$ cat config.mk
export PLATFORM = sky130hd
export DESIGN_NAME = breath_key_ctrl_flat
export DESIGN_NICKNAME = d
export VERILOG_FILES = /design/src/rtl/breath_key_ctrl_pkg.sv /design/src/rtl/breath_key_ctrl_if.sv /design/src/rtl/breath_key_ctrl_key_debounce.sv /design/src/rtl/breath_key_ctrl.sv /design/src/flat_wrapper.sv
export SDC_FILE = /design/constraint.sdc
export NUM_CORES = 1
export LEC_CHECK = 0
export CAP_MARGIN = 10
export CORE_MARGIN = 2
export CORE_UTILIZATION = 40
export DETAILED_ROUTE_END_ITERATION = 10
export PLACE_DENSITY_LB_ADDON = 0.05
export SETUP_SLACK_MARGIN = 0.15
export SLEW_MARGIN = 25
export SYNTH_ARGS = -nofsm -noshare
export SYNTH_HDL_FRONTEND = slang
export SYNTH_SLANG_ARGS = --single-unit
$ cat constraint.sdc
create_clock -name sys_clk -period 3.2 [get_ports sys_clk]
set_clock_uncertainty 0.15 [all_clocks]
set_input_delay 0.64 -clock sys_clk [delete_from_list [all_inputs] [get_ports sys_clk]]
set_output_delay 0.64 -clock sys_clk [all_outputs]
set_load 0.03 [all_outputs]
$ cat src/rtl/breath_key_ctrl_pkg.sv
// Shared constants and types for the breathing-LED key configuration stage.
// MAX_NUM is shared with the downstream PWM stage.
package breath_pkg;

    localparam int unsigned MAX_NUM = 50_000;

    localparam logic [19:0] DEBOUNCE_CNT_DEF = 20'd1_000_000;

    localparam logic [1:0] STEP_RESET_IDX_DEF = 2'd2;

    // Index 0 is the lowest packed slot; every entry divides MAX_NUM.
    localparam logic [3:0][15:0] STEP_TABLE = {
        16'd50, 16'd25, 16'd10, 16'd5
    };

    typedef enum logic [1:0] {
        IDLE_HIGH,
        WAIT_LOW,
        HELD_LOW,
        WAIT_HIGH
    } db_state_t;

endpackage

$ cat src/rtl/breath_key_ctrl_if.sv
// Configuration bundle from the key stage to the PWM stage.
// The key stage drives it through master, the PWM stage reads through slave.
interface breath_key_ctrl_if;

    logic [15:0] duty_step;
    logic [1:0]  speed_idx;
    logic        breath_en;
    logic        cfg_update;

    modport master (
        output duty_step,
        output speed_idx,
        output breath_en,
        output cfg_update
    );

    modport slave (
        input duty_step,
        input speed_idx,
        input breath_en,
        input cfg_update
    );

endinterface

$ cat src/rtl/breath_key_ctrl_key_debounce.sv
// One pushbutton: 2-flop synchroniser, debounce FSM and press pulse.
// Only accepted press edges produce a pulse; releases are silent.
module key_debounce
    import breath_pkg::*;
#(
    parameter logic [19:0] DEBOUNCE_CNT = DEBOUNCE_CNT_DEF
) (
    input  logic sys_clk,
    input  logic sys_rst_n,
    input  logic i_key_n,
    output logic o_press
);

    logic        r_sync_q1;
    logic        r_sync_q2;
    db_state_t   r_state;
    logic [19:0] r_cnt;
    logic        r_press;

    db_state_t   w_state_nxt;
    logic [19:0] w_cnt_nxt;
    logic        w_press_nxt;
    logic        w_cnt_done;

    // Released level is 1 so a key held through reset still yields a press.
    always_ff @(posedge sys_clk or negedge sys_rst_n) begin
        if (!sys_rst_n) begin
            r_sync_q1 <= 1'b1;
            r_sync_q2 <= 1'b1;
        end else begin
            r_sync_q1 <= i_key_n;
            r_sync_q2 <= r_sync_q1;
        end
    end

    always_ff @(posedge sys_clk or negedge sys_rst_n) begin
        if (!sys_rst_n) begin
            r_state <= IDLE_HIGH;
            r_cnt   <= '0;
            r_press <= 1'b0;
        end else begin
            r_state <= w_state_nxt;
            r_cnt   <= w_cnt_nxt;
            r_press <= w_press_nxt;
        end
    end

    assign w_cnt_done = (r_cnt == DEBOUNCE_CNT - 20'd1);

    always_comb begin
        w_state_nxt = r_state;
        w_cnt_nxt   = r_cnt;
        w_press_nxt = 1'b0;
        unique case (r_state)
            IDLE_HIGH: begin
                if (!r_sync_q2) begin
                    w_state_nxt = WAIT_LOW;
                    w_cnt_nxt   = '0;
                end
            end
            WAIT_LOW: begin
                if (r_sync_q2) begin
                    w_state_nxt = IDLE_HIGH;
                end else if (w_cnt_done) begin
                    w_state_nxt = HELD_LOW;
                    w_press_nxt = 1'b1;
                end else begin
                    w_cnt_nxt = r_cnt + 20'd1;
                end
            end
            HELD_LOW: begin
                if (r_sync_q2) begin
                    w_state_nxt = WAIT_HIGH;
                    w_cnt_nxt   = '0;
                end
            end
            WAIT_HIGH: begin
                if (!r_sync_q2) begin
                    w_state_nxt = HELD_LOW;
                end else if (w_cnt_done) begin
                    w_state_nxt = IDLE_HIGH;
                end else begin
                    w_cnt_nxt = r_cnt + 20'd1;
                end
            end
        endcase
    end

    assign o_press = r_press;

endmodule

$ cat src/rtl/breath_key_ctrl.sv
// Key-driven configuration for the breathing-LED PWM stage: speed key
// cycles the ramp step, pause key toggles breathing.
module breath_key_ctrl
    import breath_pkg::*;
#(
    parameter logic [19:0] DEBOUNCE_CNT   = DEBOUNCE_CNT_DEF,
    parameter logic [1:0]  STEP_RESET_IDX = STEP_RESET_IDX_DEF
) (
    input  logic              sys_clk,
    input  logic              sys_rst_n,
    input  logic              key_speed,
    input  logic              key_pause,
    breath_key_ctrl_if.master cfg_if
);

    logic        w_speed_press;
    logic        w_pause_press;
    logic [1:0]  w_idx_nxt;

    logic [1:0]  r_speed_idx;
    logic [15:0] r_duty_step;
    logic        r_breath_en;
    logic        r_cfg_update;

    key_debounce #(
        .DEBOUNCE_CNT (DEBOUNCE_CNT)
    ) u_db_speed (
        .sys_clk   (sys_clk),
        .sys_rst_n (sys_rst_n),
        .i_key_n   (key_speed),
        .o_press   (w_speed_press)
    );

    key_debounce #(
        .DEBOUNCE_CNT (DEBOUNCE_CNT)
    ) u_db_pause (
        .sys_clk   (sys_clk),
        .sys_rst_n (sys_rst_n),
        .i_key_n   (key_pause),
        .o_press   (w_pause_press)
    );

    // 2-bit add wraps 3 -> 0 on its own.
    assign w_idx_nxt = r_speed_idx + 2'd1;

    always_ff @(posedge sys_clk or negedge sys_rst_n) begin
        if (!sys_rst_n) begin
            r_speed_idx  <= STEP_RESET_IDX;
            r_duty_step  <= STEP_TABLE[STEP_RESET_IDX];
            r_breath_en  <= 1'b1;
            r_cfg_update <= 1'b0;
        end else begin
            r_cfg_update <= w_speed_press | w_pause_press;
            if (w_speed_press) begin
                r_speed_idx <= w_idx_nxt;
                r_duty_step <= STEP_TABLE[w_idx_nxt];
            end
            if (w_pause_press) begin
                r_breath_en <= ~r_breath_en;
            end
        end
    end

    assign cfg_if.duty_step  = r_duty_step;
    assign cfg_if.speed_idx  = r_speed_idx;
    assign cfg_if.breath_en  = r_breath_en;
    assign cfg_if.cfg_update = r_cfg_update;

endmodule

$ cat src/flat_wrapper.sv
// flat-port wrapper written by rule: the top's interface ports become plain ports
module breath_key_ctrl_flat import breath_pkg::*;
#(
    parameter logic [19:0] DEBOUNCE_CNT   = DEBOUNCE_CNT_DEF,
    parameter logic [1:0]  STEP_RESET_IDX = STEP_RESET_IDX_DEF
)
  (sys_clk, sys_rst_n, key_speed, key_pause, cfg_if_duty_step, cfg_if_speed_idx, cfg_if_breath_en, cfg_if_cfg_update);
  breath_key_ctrl_if cfg_if_i ();
  input  logic sys_clk;
  input  logic sys_rst_n;
  input  logic key_speed;
  input  logic key_pause;
  output wire logic [$bits(cfg_if_i.duty_step)-1:0] cfg_if_duty_step;
  output wire logic [$bits(cfg_if_i.speed_idx)-1:0] cfg_if_speed_idx;
  output wire logic [$bits(cfg_if_i.breath_en)-1:0] cfg_if_breath_en;
  output wire logic [$bits(cfg_if_i.cfg_update)-1:0] cfg_if_cfg_update;
  assign cfg_if_duty_step = cfg_if_i.duty_step;
  assign cfg_if_speed_idx = cfg_if_i.speed_idx;
  assign cfg_if_breath_en = cfg_if_i.breath_en;
  assign cfg_if_cfg_update = cfg_if_i.cfg_update;
  breath_key_ctrl #(.DEBOUNCE_CNT(DEBOUNCE_CNT), .STEP_RESET_IDX(STEP_RESET_IDX)) u_core (.sys_clk(sys_clk), .sys_rst_n(sys_rst_n), .key_speed(key_speed), .key_pause(key_pause), .cfg_if(cfg_if_i));
endmodule
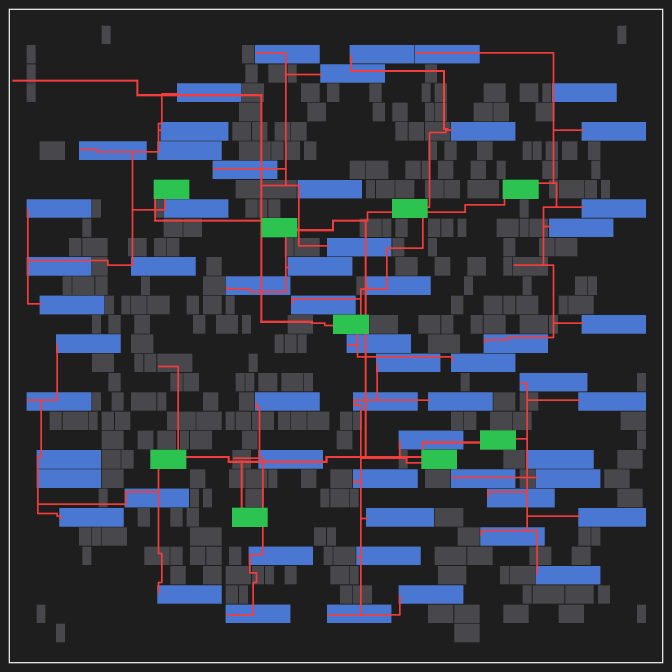
(run_1/clock_map.png)
[blue] flip-flops | count: 58
[red] clock wires | length: 862 um
[green] cells driving clock nets | count: 9
flops lie	widely spread
routed clock nets	10
portion of total power attributed to the clock network: 0.414
insertion delay to the later sink of the worst-skew pair: 0.33 ns
power in the clock group: 630 uW

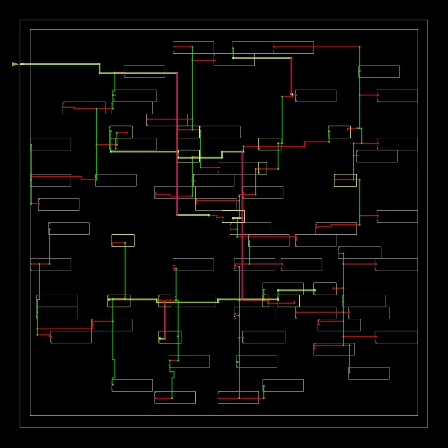
(run_1/final_clocks.png)
CLK BUF: 14
number of sinks on the clock net: 58

==> run summary, run 1 <==
yosys + openroad results -> number of distinct library cell variants in the gate-level netlist after synthesis 50, via total after detailed routing 2336, run status complete, no violations, count of synthesis-stage warnings from yosys 0, biggest area cells sky130_fd_sc_hd__dfrtp_1 (40%), sky130_fd_sc_hd__dfstp_2 (6.8%), sky130_fd_sc_hd__nand2_1 (3.8%), GRT Total Usage 0.167, count of mapped cells out of synthesis 322, estimated wirelength of the detail-placed design 4390 um, leading cell type by number of instances after synthesis sky130_fd_sc_hd__dfrtp_1, CTS Root Buffer Type sky130_fd_sc_hd__clkbuf_8, pre-CTS worst setup slack approximately 0.63 ns, CTS tree yes, quantity of hold-fixing buffers added after cts 0, top flip-flop cell by instance count after synthesis sky130_fd_sc_hd__dfrtp_1, Max-slew headroom 0.408, Arr. time, crit path 2.67 ns, Critical Path Start Type register, Crit path depth 5, cell type contributing the most total cell area after synthesis sky130_fd_sc_hd__dfrtp_1, FF-to-FF End u_core.u_db_pause.r_cnt[1], first drt pass iteration count 5, Post-synth top cells sky130_fd_sc_hd__dfrtp_1 (50), sky130_fd_sc_hd__nand2_1 (31), sky130_fd_sc_hd__nor2_1 (27), Final Setup Violations 0, num ports 24, post-layout minimum cycle time about 2.6 ns, number of inserted filler cells in the final layout 758, required arrival time at the worst endpoint 3.30 ns, footprint of the flip-flops and latches 1460 um2, Post-Syn Area per Cell 9.60 um2, critical path launch point u_core.u_db_pause.r_cnt[10], Total Wirelength 6420 um, type of destination of the critical path register, start-to-end type of the worst setup path register to register, Final Max Slew Viols 0, R2R Setup Slk roughly 0.63 ns, CTS H-Tree Depth 3, critical path, cell by cell or4b_1 > or4_4 > nor3_2 > a22oi_1 > o21ai_0, number of buffers and inverters on the critical path 0, fraction of the yosys area taken by sequential cells 0.473, detailed-route wire length per cell 14.4 um, cell area after synthesis between 3000 and 4000 um2, share of synthesized registers carrying an async set or reset 1.00, CTS clock-pin slew for the worst setup and hold paths 0.07 ns, leading cell types in the layout, fill and taps excluded sky130_fd_sc_hd__dfrtp_1 (50), sky130_fd_sc_hd__nand2_1 (31), sky130_fd_sc_hd__nor2_1 (27), DRC violations left 0, Logic area around 1500 um2, largest voltage drop on the vdd net 234 uV, maximum capacitance violations 0, vias per std cell 5.25, number of failing hold endpoints at the final stage 0, number of enable flip-flop cells 0, category of cells accounting for the largest share of critical-path delay simple AND/OR/NAND/NOR gates, number of cells on the worst reg-to-reg path 5, type of the most critical hold path input port to async pin, share of final-layout standard cells stronger than drive strength 1 0.128, tool warnings 27, highest attainable clock frequency 389 MHz, core area 7610 um2, ys cells around 320, sum of overflow across all layers after global routing 0, highest-count logic cell in the final layout sky130_fd_sc_hd__dfrtp_1, worst-margin pin slew 0.888 ns, Reg2Reg Launch Point u_core.u_db_pause.r_cnt[10], FP Core Util 0.406, flops & latches, synth 58, endpoint of the worst setup timing path u_core.u_db_pause.r_cnt[1], post-route antenna net violation count 0, largest net degree at the start of global routing 29, number of buffers on the longest clock path 2, worst-case setup margin in the final layout 0.628 ns, Period Utilization, post-route 0.804, yosys stat area between 3000 and 4000 um2, Inserted Diodes 0, area fraction of the dominant cell type after synthesis 0.405, number of setup buffers added after CTS 0, count of routing violations after the opening detailed-route iteration 76, global placement routability congestion 0.851, maximum fanout along the worst path 11
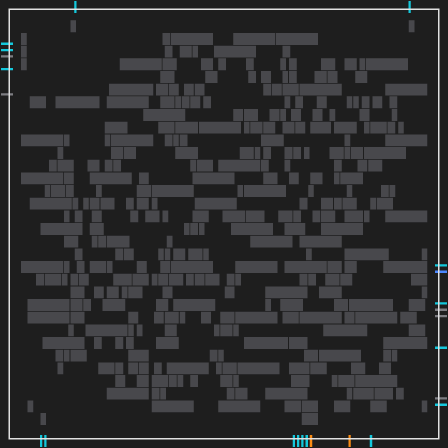
(run_1/pins.png)
Pins as bars across the die edge, other pins in gray.
color	port	pins	direction	edge
orange	cfg_if_speed_idx	2	output	bottom
cyan	cfg_if_duty_step	16	output	7 bottom, 4 right, 3 left, 2 top
blue	key_speed	1	input	right
horizontal die dimension: 91.9 um
Vert. Die Dim: 91.9 um
count of buffers inserted at the top-level ports: 13

==> run 1: power breakdown <==
group	total, uW	switching [uW]	internal (uW)	leakage (uW)
logic	107	72.1	35.0	0.000595
clock network	630	286	344	0.0000927
registers	784	27.6	756	0.000772
total	1520	386	1140	0.00146
==> run 1: kinds of logic after synthesis <==
| logic type | after synthesis | synth area share |
|---|---|---|
| simple gates | 131 | 0.220 |
| mux | 15 | 0.0506 |
| xor+xnor | 13 | 0.0368 |
| buf+inv | 33 | 0.0591 |
| other cells | 1 | 0.00121 |
| flops | 58 | 0.473 |
| fa+ha+maj | 4 | 0.0162 |
| compound gates | 67 | 0.143 |
==> run 1: metrics by stage <==
| stage | util | hold slack (ns) | total power, uW | cells | instance area, um2 |
|---|---|---|---|---|---|
| global route | 0.456 | 0.214 | 1600 | 445 | 3470 |
| detailed placement | 0.431 | 0.198 | 906 | 429 | 3280 |
| global placement | 0.431 | 0.196 | 905 | 429 | 3280 |
| finish | 0.456 | 0.183 | 1520 | 445 | 3470 |
| floorplan | - | 0.194 | 872 | 331 | 3120 |
| CTS | 0.456 | 0.204 | 1550 | 445 | 3470 |
==> run 1: layout make-up <==
class,count,area share
Clock buffer,14,0.0498
Clock inverter,2,0.00361
Inverter,9,0.00975
Multi-Input combinational cell,240,0.427
Sequential cell,58,0.422
Tap cell,102,0.0368
Timing Repair Buffer,20,0.0513
==> run 1: routing by layer <==
| metal | vias to the layer above | GRT usage | wire length (um) |
|---|---|---|---|
| met1 | 1098 | 0.226 | 3240 |
| met2 | 36 | 0.256 | 2870 |
| met4 | 0 | 0.0560 | 97 |
| li1 | 1191 | - | - |
| met3 | 11 | 0.0534 | 206 |
| met5 | - | 0 | 0 |
==> run 1 -> run 2 <==
==> constraint.sdc (replaced) <==
create_clock -name sys_clk -period 2.12 [get_ports sys_clk]
set_clock_uncertainty 0.15 [all_clocks]
set_input_delay 0.424 -clock sys_clk [delete_from_list [all_inputs] [get_ports sys_clk]]
set_output_delay 0.424 -clock sys_clk [all_outputs]
set_load 0.03 [all_outputs]
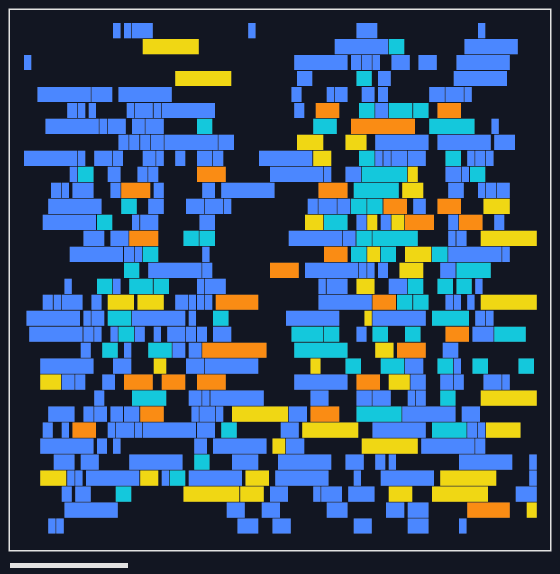
(run_2/drive_strength.png)
Bar = 20 um.
color	size	cells	share	most used
blue	drive 1 or less	266	68%	dfrtp_1
orange	drive 6 and up	26	6.6%	buf_6
yellow	drive 2	40	10%	dfstp_2
cyan	drive 3 to 4	62	16%	buf_4
post-route cell area: 4180 um2
worst-case setup margin in the final layout: -0.0877 ns
number of buffers outside the clock class in the layout: 71

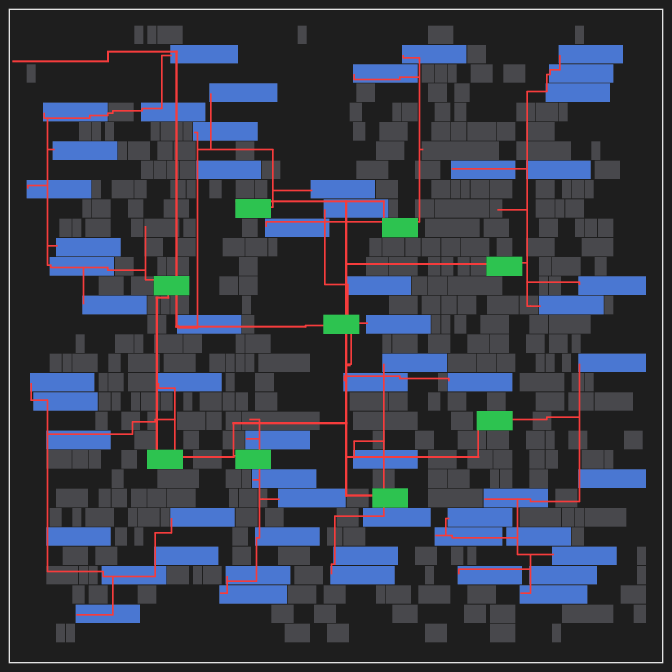
(run_2/clock_map.png)
[green] cells driving clock nets | count: 9
[red] clock wires | length: 855 um
[blue] flip-flops | count: 58
flops lie	widely spread
routed clock nets	10
power in the clock group: 1140 uW
portion of total power attributed to the clock network: 0.443

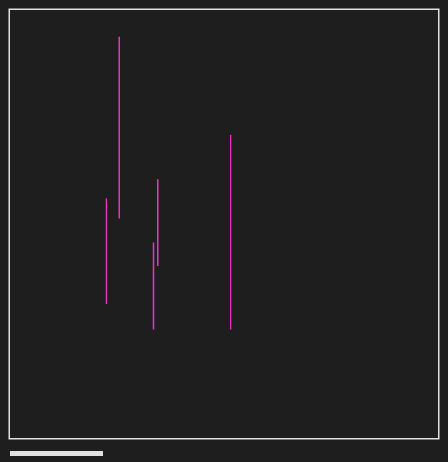
(run_2/met4.png)
Bar = 20 um.
share of all routed wire	1.9%
wire length on this layer	139 um
longest straight run	41.5 um
nets with wire on the layer	4
via total after detailed routing: 2632
Total Wirelength: 7490 um

==> run 2 against run 1 <==
Effect of this change: the flow now finishes with violations (setup timing); worst hold slack better by 0.026 ns; final area up 21%; power up 69%; worst setup slack worse by 0.72 ns; critical path depth unchanged; global-route usage up 1.9 points; first-iteration DRC count down 20%; count of clock-buffer cells in the layout down 3; synthesized area unchanged; sequential share of layout area down 7.1 points; sequential power up 52%; routed wire length up 17%; critical path type unchanged.
==> run summary, run 2 <==
yosys + openroad results -> slowest stage cell, crit path sky130_fd_sc_hd__or4b_1, sequential cells 58 (unchanged), sum of overflow across all layers after global routing 0 (unchanged), number of distinct library cell variants in the gate-level netlist after synthesis 50 (unchanged), initial antenna violation count 0, CTS Root Buffer Type sky130_fd_sc_hd__clkbuf_8, worst-case setup margin in the final layout -0.0877 ns (-0.716 ns), FP Core Util 0.406 (unchanged), maximum capacitance violations 0 (unchanged), count of placed standard cells including taps 456 (+6.3%), Nets 397, switching power 631 uW (+64%), insertion delay to the later sink of the worst-skew pair 0.34 ns (about the same), flops & latches, synth 58 (unchanged), number of global-route vias before repair 2595, Final Max Slew Viols 0 (unchanged), largest voltage drop on the vdd net 267 uV (+14%), Die Area between 8000 and 9000 um2, CLK BUF 11 (-3), largest net degree at the start of global routing 59 (+100%), share of synthesized registers carrying an async set or reset 1.00 (unchanged), CTS tree yes, post-cts gate resize count 18, Post-synth top cells sky130_fd_sc_hd__dfrtp_1 (50), sky130_fd_sc_hd__nand2_1 (31), sky130_fd_sc_hd__nor2_1 (27), internal power of the cells 1940 uW (+71%), post-layout minimum cycle time 2.21 ns (-0.364 ns), vias per std cell 5.31 (+1.1%), setup tns final -0.482 ns, number of enable flip-flop cells 0 (unchanged), total placed instance area 3530 um2 (+7.6%), CTS H-Tree Depth 3 (unchanged), Final Setup Violations 10 (+10), num ports 24 (unchanged), hold slack 0.208 ns (+0.0255 ns), number of failing hold endpoints at the final stage 0 (unchanged), type of the most critical hold path register to register, Critical Path Start Type register, R2R Setup Slk -0.09 ns (-0.72 ns), biggest area cells sky130_fd_sc_hd__dfrtp_1 (40%), sky130_fd_sc_hd__dfstp_2 (6.8%), sky130_fd_sc_hd__nand2_1 (3.8%), yosys stat area 3090 um2 (unchanged), number of buffers and inverters on the critical path 0 (unchanged), detailed-route wire length per cell 15.1 um (+4.8%), Logic area 1720 um2 (+16%), leading cell type by number of instances after synthesis sky130_fd_sc_hd__dfrtp_1, number of well taps 102 (unchanged), highest-count logic cell in the final layout sky130_fd_sc_hd__dfrtp_1, Crit path depth 5 (unchanged), post-route antenna net violation count 0 (unchanged), start-to-end type of the worst setup path register to register, quantity of hold-fixing buffers added after cts 1 (+1), run status complete, but fails checks, Post-Syn Area per Cell 9.60 um2 (unchanged), area fraction of the dominant cell type after synthesis 0.405 (unchanged), Seq area share 0.350 (-0.0714), core area 7610 um2 (unchanged), power density of the placed cells between 600 and 700 nW/um2, ys cells 322 (unchanged), Area Growth Syn to Fin 35.3%, cell area after synthesis 3090 um2 (unchanged), RSZ-0062 raised after global routing true, Comb area share 0.410 (-0.0170), number of signal-net inverters in the final layout 9 (unchanged), register share of total power 0.462 (-0.053), tool warnings 30 (+11%), number of inserted filler cells in the final layout 698 (-7.9%), required arrival time at the worst endpoint 2.17 ns (-1.13 ns), maximum fanout along the worst path 3 (-8), type of destination of the critical path register, count of routing violations after the opening detailed-route iteration 61 (-20%), Leading cell kind combinational gates, count of synthesis-stage warnings from yosys 0 (unchanged), count of buffers inserted at the top-level ports 13 (unchanged), horizontal die dimension 91.9 um (unchanged), Non-Filler Instances 496 (+11%), Inserted Diodes 0 (unchanged), Final Util 0.550 (+0.0942), highest attainable clock frequency 453 MHz (+16%), top flip-flop cell by instance count after synthesis sky130_fd_sc_hd__dfrtp_1, GRT Total Usage 0.186 (+0.0185), combinational gates 240 (unchanged), DRC violations left 0 (unchanged), CTS clock-pin slew for the worst setup and hold paths 0.07 ns (about the same), count of mapped cells out of synthesis 322 (unchanged), leading cell types in the layout, fill and taps excluded sky130_fd_sc_hd__dfrtp_1 (47), sky130_fd_sc_hd__buf_4 (42), sky130_fd_sc_hd__nand2_1 (30), critical path, cell by cell or4b_1 > or4_4 > or3_4 > a31oi_1 > a311oi_1, proportion of final cell area spent on non-clock buffers 0.149 (+0.0974), wire length of the first global-routing pass 12400 um, fraction of the yosys area taken by sequential cells 0.473 (unchanged), CTS Buf Count 9, slowest cell delay on critical path 0.53 ns, number of cells on the worst reg-to-reg path 5 (unchanged), Period Utilization, post-route 1.04 (+0.238), number of buffers on the longest clock path 2 (unchanged), pre-CTS worst setup slack -0.0863 ns (-0.714 ns), clk tree area frac 0.0523 (-0.00108), number of setup buffers added after CTS 12 (+12), share of final-layout standard cells stronger than drive strength 1 0.325 (+0.197), number of sinks on the clock net 58 (unchanged), cell count of the worst hold path 0, global placement routability congestion 0.765 (-10%), total power 2570 uW (+69%), switching part of the total power 0.246 (-0.00806), logic gate share of total power 0.095 (+0.025), number of rows created at floorplan 32, Arr. time, crit path 2.26 ns (-0.41 ns), footprint of the flip-flops and latches 1470 um2 (+0.26%), cell type contributing the most total cell area after synthesis sky130_fd_sc_hd__dfrtp_1, violated checks setup timing, category of cells accounting for the largest share of critical-path delay simple AND/OR/NAND/NOR gates, estimated wirelength of the detail-placed design 4720 um (+7.5%), first drt pass iteration count 4 (-1), Vert. Die Dim 91.9 um (unchanged)
run 2: cell types whose count changed in the layout (fill, tap and decap cells not counted), moves of 5 or more:
cell / before / now
sky130_fd_sc_hd__a21oi_1: 15 / 9
sky130_fd_sc_hd__buf_4: 7 / 42
sky130_fd_sc_hd__buf_6: 0 / 12
sky130_fd_sc_hd__clkdlybuf4s50_1: 12 / 5
sky130_fd_sc_hd__dlygate4sd2_1: 0 / 7
sky130_fd_sc_hd__nor4_1: 10 / 2
sky130_fd_sc_hd__nor4_4: 0 / 5
run 2: cells by family (layout without fill, tap and decap cells):
kind of cell	count (synthesis)	after routing	synth area share
buf+inv	33	96	0.0591
xor+xnor	13	13	0.0368
fa+ha+maj	4	4	0.0162
simple gates	131	131	0.220
flops	58	58	0.473
mux	15	15	0.0506
compound gates	67	67	0.143
other cells	1	10	0.00121
run 2: layer usage:
metal	GRT usage	part of all wire	vias up
li1	-	-	1285
met5	0	0	-
met2	0.322	0.51	29
met4	0.0721	0.019	0
met3	0.0477	0.027	14
met1	0.221	0.44	1304
run 2: power groups by stage:
stage | clock network (uW) | registers (uW) | logic [uW]
floorplan | 0 | 1190 | 127
global placement | 0 | 1200 | 189
detailed placement | 0 | 1200 | 192
CTS | 1170 | 1180 | 209
global route | 1220 | 1190 | 269
finish | 1140 | 1190 | 243
run 2: final timing paths:
path / end / from
max: u_core.u_db_pause.r_cnt[6] / u_core.u_db_pause.r_cnt[13]
min: u_core.u_db_speed.r_sync_q2 / u_core.u_db_speed.r_sync_q1
max reg2reg: u_core.u_db_pause.r_cnt[6] / u_core.u_db_pause.r_cnt[13]
min reg2reg: u_core.u_db_speed.r_sync_q2 / u_core.u_db_speed.r_sync_q1
max in group asynchronous: u_core.cfg_if.duty_step[0] / sys_rst_n
min in group asynchronous: u_core.u_db_speed.o_press / sys_rst_n
==> run 2 -> run 3 <==
--- a/config.mk
+++ b/config.mk
@@ -9,6 +9,7 @@
 export CORE_MARGIN = 2
 export CORE_UTILIZATION = 40
 export DETAILED_ROUTE_END_ITERATION = 10
+export GPL_ROUTABILITY_DRIVEN = 0
 export PLACE_DENSITY_LB_ADDON = 0.05
 export SETUP_SLACK_MARGIN = 0.15
 export SLEW_MARGIN = 25
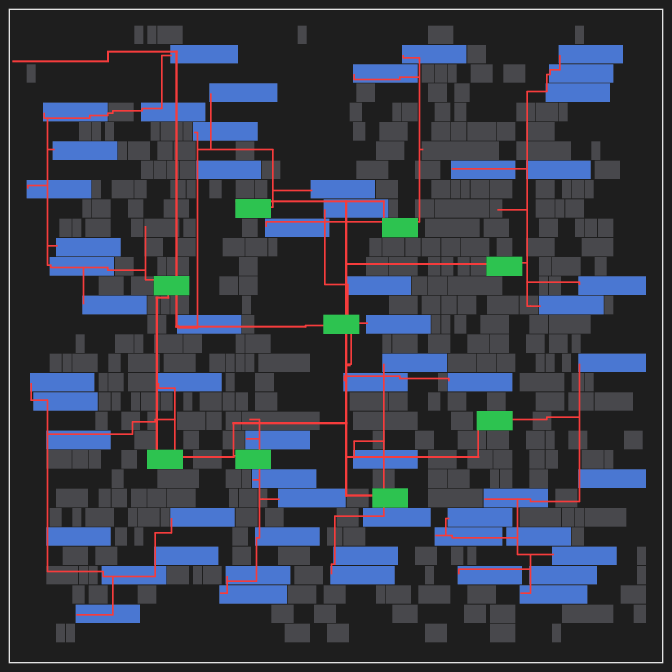
(run_3/clock_map.png)
[blue] flip-flops | count: 58
[green] cells driving clock nets | count: 9
[red] clock wires | length: 855 um
routed clock nets	10
flops lie	widely spread
insertion delay to the later sink of the worst-skew pair: 0.34 ns

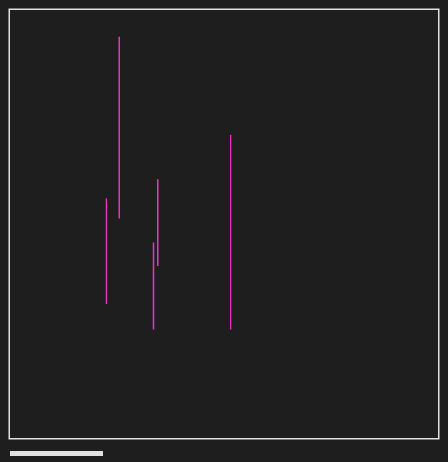
(run_3/met4.png)
Bar = 20 um.
longest straight run	41.5 um
wire length on this layer	139 um
nets with wire on the layer	4

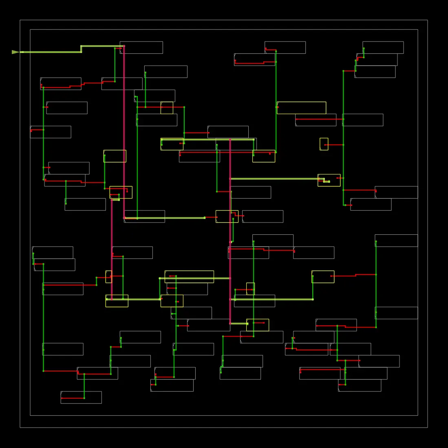
(run_3/final_clocks.png)
sequential cells: 58
CLK BUF: 11

==> run 3 against run 2 <==
Effect of this change: the run still ends with setup timing left; final cell count unchanged; first-iteration DRC count unchanged; final area unchanged; power unchanged; register-to-register slack about the same; count of clock-buffer cells in the layout unchanged; utilization unchanged; synthesized area unchanged; fmax unchanged; worst hold slack unchanged.
==> run summary, run 3 <==
yosys + openroad results -> run status complete, but fails checks, violated checks setup timing, combinational gates 240 (unchanged), Final Util 0.550 (unchanged), Arr. time, crit path 2.26 ns (about the same), flops & latches, synth 58 (unchanged), number of signal-net inverters in the final layout 9 (unchanged), Critical Path Start Type register, proportion of final cell area spent on non-clock buffers 0.149 (unchanged), leading cell type by number of instances after synthesis sky130_fd_sc_hd__dfrtp_1, detailed-route wire length per cell 15.1 um (unchanged), area fraction of the dominant cell type after synthesis 0.405 (unchanged), share of final-layout standard cells stronger than drive strength 1 0.325 (unchanged), count of mapped cells out of synthesis 322 (unchanged), Area Growth Syn to Fin 35.3% (unchanged), DRC violations left 0 (unchanged), maximum fanout along the worst path 3 (unchanged), Non-Filler Instances 496 (unchanged), CTS H-Tree Depth 3 (unchanged), highest attainable clock frequency 453 MHz (unchanged), Reg2Reg Launch Point u_core.u_db_pause.r_cnt[13], horizontal die dimension 91.9 um (unchanged), Logic area 1720 um2 (unchanged), estimated wirelength of the detail-placed design 4720 um (unchanged), post-layout minimum cycle time 2.21 ns (unchanged), number of buffers outside the clock class in the layout 71 (unchanged), number of distinct library cell variants in the gate-level netlist after synthesis 50 (unchanged), vias per std cell 5.31 (unchanged), type of destination of the critical path register, FP Core Util 0.406 (unchanged), number of rows created at floorplan 32 (unchanged), hold slack 0.208 ns (unchanged), total power 2570 uW (unchanged), ys cells 322 (unchanged), start-to-end type of the worst setup path register to register, yosys stat area 3090 um2 (unchanged), Post-synth top cells sky130_fd_sc_hd__dfrtp_1 (50), sky130_fd_sc_hd__nand2_1 (31), sky130_fd_sc_hd__nor2_1 (27), pre-CTS worst setup slack -0.0863 ns (unchanged), fraction of the yosys area taken by sequential cells 0.473 (unchanged), count of routing violations after the opening detailed-route iteration 61 (unchanged), post-route cell area 4180 um2 (unchanged), number of well taps 102 (unchanged), routed length on met3 203 um (unchanged), post-route antenna net violation count 0 (unchanged), biggest area cells sky130_fd_sc_hd__dfrtp_1 (40%), sky130_fd_sc_hd__dfstp_2 (6.8%), sky130_fd_sc_hd__nand2_1 (3.8%), critical path, cell by cell or4b_1 > or4_4 > or3_4 > a31oi_1 > a311oi_1, first drt pass iteration count 4 (unchanged), total placed instance area 3530 um2 (unchanged), highest-count logic cell in the final layout sky130_fd_sc_hd__dfrtp_1, CTS Buf Count 9 (unchanged), slowest stage cell, crit path sky130_fd_sc_hd__or4b_1, GRT Total Usage 0.186 (unchanged), number of sinks on the clock net 58 (unchanged), critical path launch point u_core.u_db_pause.r_cnt[13], sum of overflow across all layers after global routing 0 (unchanged), leakage ~0.0019 uW, leading cell types in the layout, fill and taps excluded sky130_fd_sc_hd__dfrtp_1 (47), sky130_fd_sc_hd__buf_4 (42), sky130_fd_sc_hd__nand2_1 (30), Final Max Slew Viols 0 (unchanged), required arrival time at the worst endpoint 2.17 ns (about the same), slowest cell delay on critical path 0.53 ns (about the same), count of synthesis-stage warnings from yosys 0 (unchanged), Inserted Diodes 0 (unchanged), number of cells on the worst reg-to-reg path 5 (unchanged), cell count of the worst hold path 0 (unchanged), number of failing hold endpoints at the final stage 0 (unchanged), routed length on met2 3820 um (unchanged), number of inserted filler cells in the final layout 698 (unchanged), cell type contributing the most total cell area after synthesis sky130_fd_sc_hd__dfrtp_1, tool warnings 30 (unchanged), clk tree area frac 0.0523 (unchanged), RSZ-0062 raised after global routing true, R2R Setup Slk -0.09 ns (about the same), share of synthesized registers carrying an async set or reset 1.00 (unchanged), largest voltage drop on the vdd net 267 uV (unchanged), Seq area share 0.350 (unchanged), Final Setup Violations 10 (unchanged), endpoint of the worst setup timing path u_core.u_db_pause.r_cnt[6], number of buffers on the longest clock path 2 (unchanged), Period Utilization, post-route 1.04 (unchanged), footprint of the flip-flops and latches 1470 um2 (unchanged), CTS Root Buffer Type sky130_fd_sc_hd__clkbuf_8, top flip-flop cell by instance count after synthesis sky130_fd_sc_hd__dfrtp_1, number of enable flip-flop cells 0 (unchanged), Comb area share 0.410 (unchanged), total routed wire length on the met1 layer 3330 um (unchanged), Leading cell kind combinational gates, wire length of the first global-routing pass 12400 um (unchanged), Die Area 8450 um2 (unchanged), num ports 24 (unchanged), largest net degree at the start of global routing 59 (unchanged), Nets 397 (unchanged), cell area after synthesis 3090 um2 (unchanged), CTS tree yes, core area 7610 um2 (unchanged), count of placed standard cells including taps 456 (unchanged), number of global-route vias before repair 2595 (unchanged), FF-to-FF End u_core.u_db_pause.r_cnt[6], Post-Syn Area per Cell 9.60 um2 (unchanged), initial antenna violation count 0 (unchanged), maximum capacitance violations 0 (unchanged), setup tns final -0.482 ns (unchanged), count of buffers inserted at the top-level ports 13 (unchanged), Vert. Die Dim 91.9 um (unchanged), via total after detailed routing 2632 (unchanged), type of the most critical hold path register to register, worst-case setup margin in the final layout -0.0877 ns (unchanged), power density of the placed cells 614 nW/um2 (unchanged), highest routed layer met4, Total Wirelength 7490 um (unchanged), CTS clock-pin slew for the worst setup and hold paths 0.07 ns (about the same)
run 3: cell counts after synthesis:
Identical to the previous run, type by type.
run 3: worst min-delay path by stage:
stage                                      from                           to  slack [ns]
floorplan                             sys_rst_n                    async pin       -0.02
global placement    u_core.u_db_pause.r_sync_q1  u_core.u_db_pause.r_sync_q2        0.20
detailed placement  u_core.u_db_speed.r_sync_q1  u_core.u_db_speed.r_sync_q2        0.20
CTS                 u_core.u_db_speed.r_sync_q1  u_core.u_db_speed.r_sync_q2        0.21
global route        u_core.u_db_speed.r_sync_q1  u_core.u_db_speed.r_sync_q2        0.22
finish              u_core.u_db_speed.r_sync_q1  u_core.u_db_speed.r_sync_q2        0.21
run 3: worst max-delay path, delay by kind of cell, from the launching register on:
kind               cells  cell delay [ns]
AOI/OAI and AO/OA      2             0.20
DFF                    1             0.38
and+or+nand+nor        3             1.34
run 3: routing by layer:
metal  vias up  global-route usage
li1       1285                   -
met1      1304               0.221
met2        29               0.322
met3        14              0.0477
met4         0              0.0721
met5         -                   0
run 3: where the power goes:
group / switching (uW) / total [uW] / internal [uW]
logic: 138 / 243 / 105
clock network: 448 / 1140 / 690
registers: 44.2 / 1190 / 1140
run 3: cell families after synthesis:
kind of cell	synth area share
buffers and inverters	0.0591
DFF	0.473
and+or+nand+nor	0.220
adders and majority gates	0.0162
AOI/OAI and AO/OA	0.143
other	0.00121
xor gates and xnor gates	0.0368
muxes	0.0506
run 3: repair_timing:
action | CTS | global route
pin swaps | 8 | 21
gates resized | 18 | 48
buffers inserted | 12 | 10
hold endpoints to repair | 50 | 0
cloned | 0 | 1
hold buffers | 1 | 0
setup endpoints to repair | 34 | 27
Power figures rest on the tool's default switching activity, not on a simulated workload.
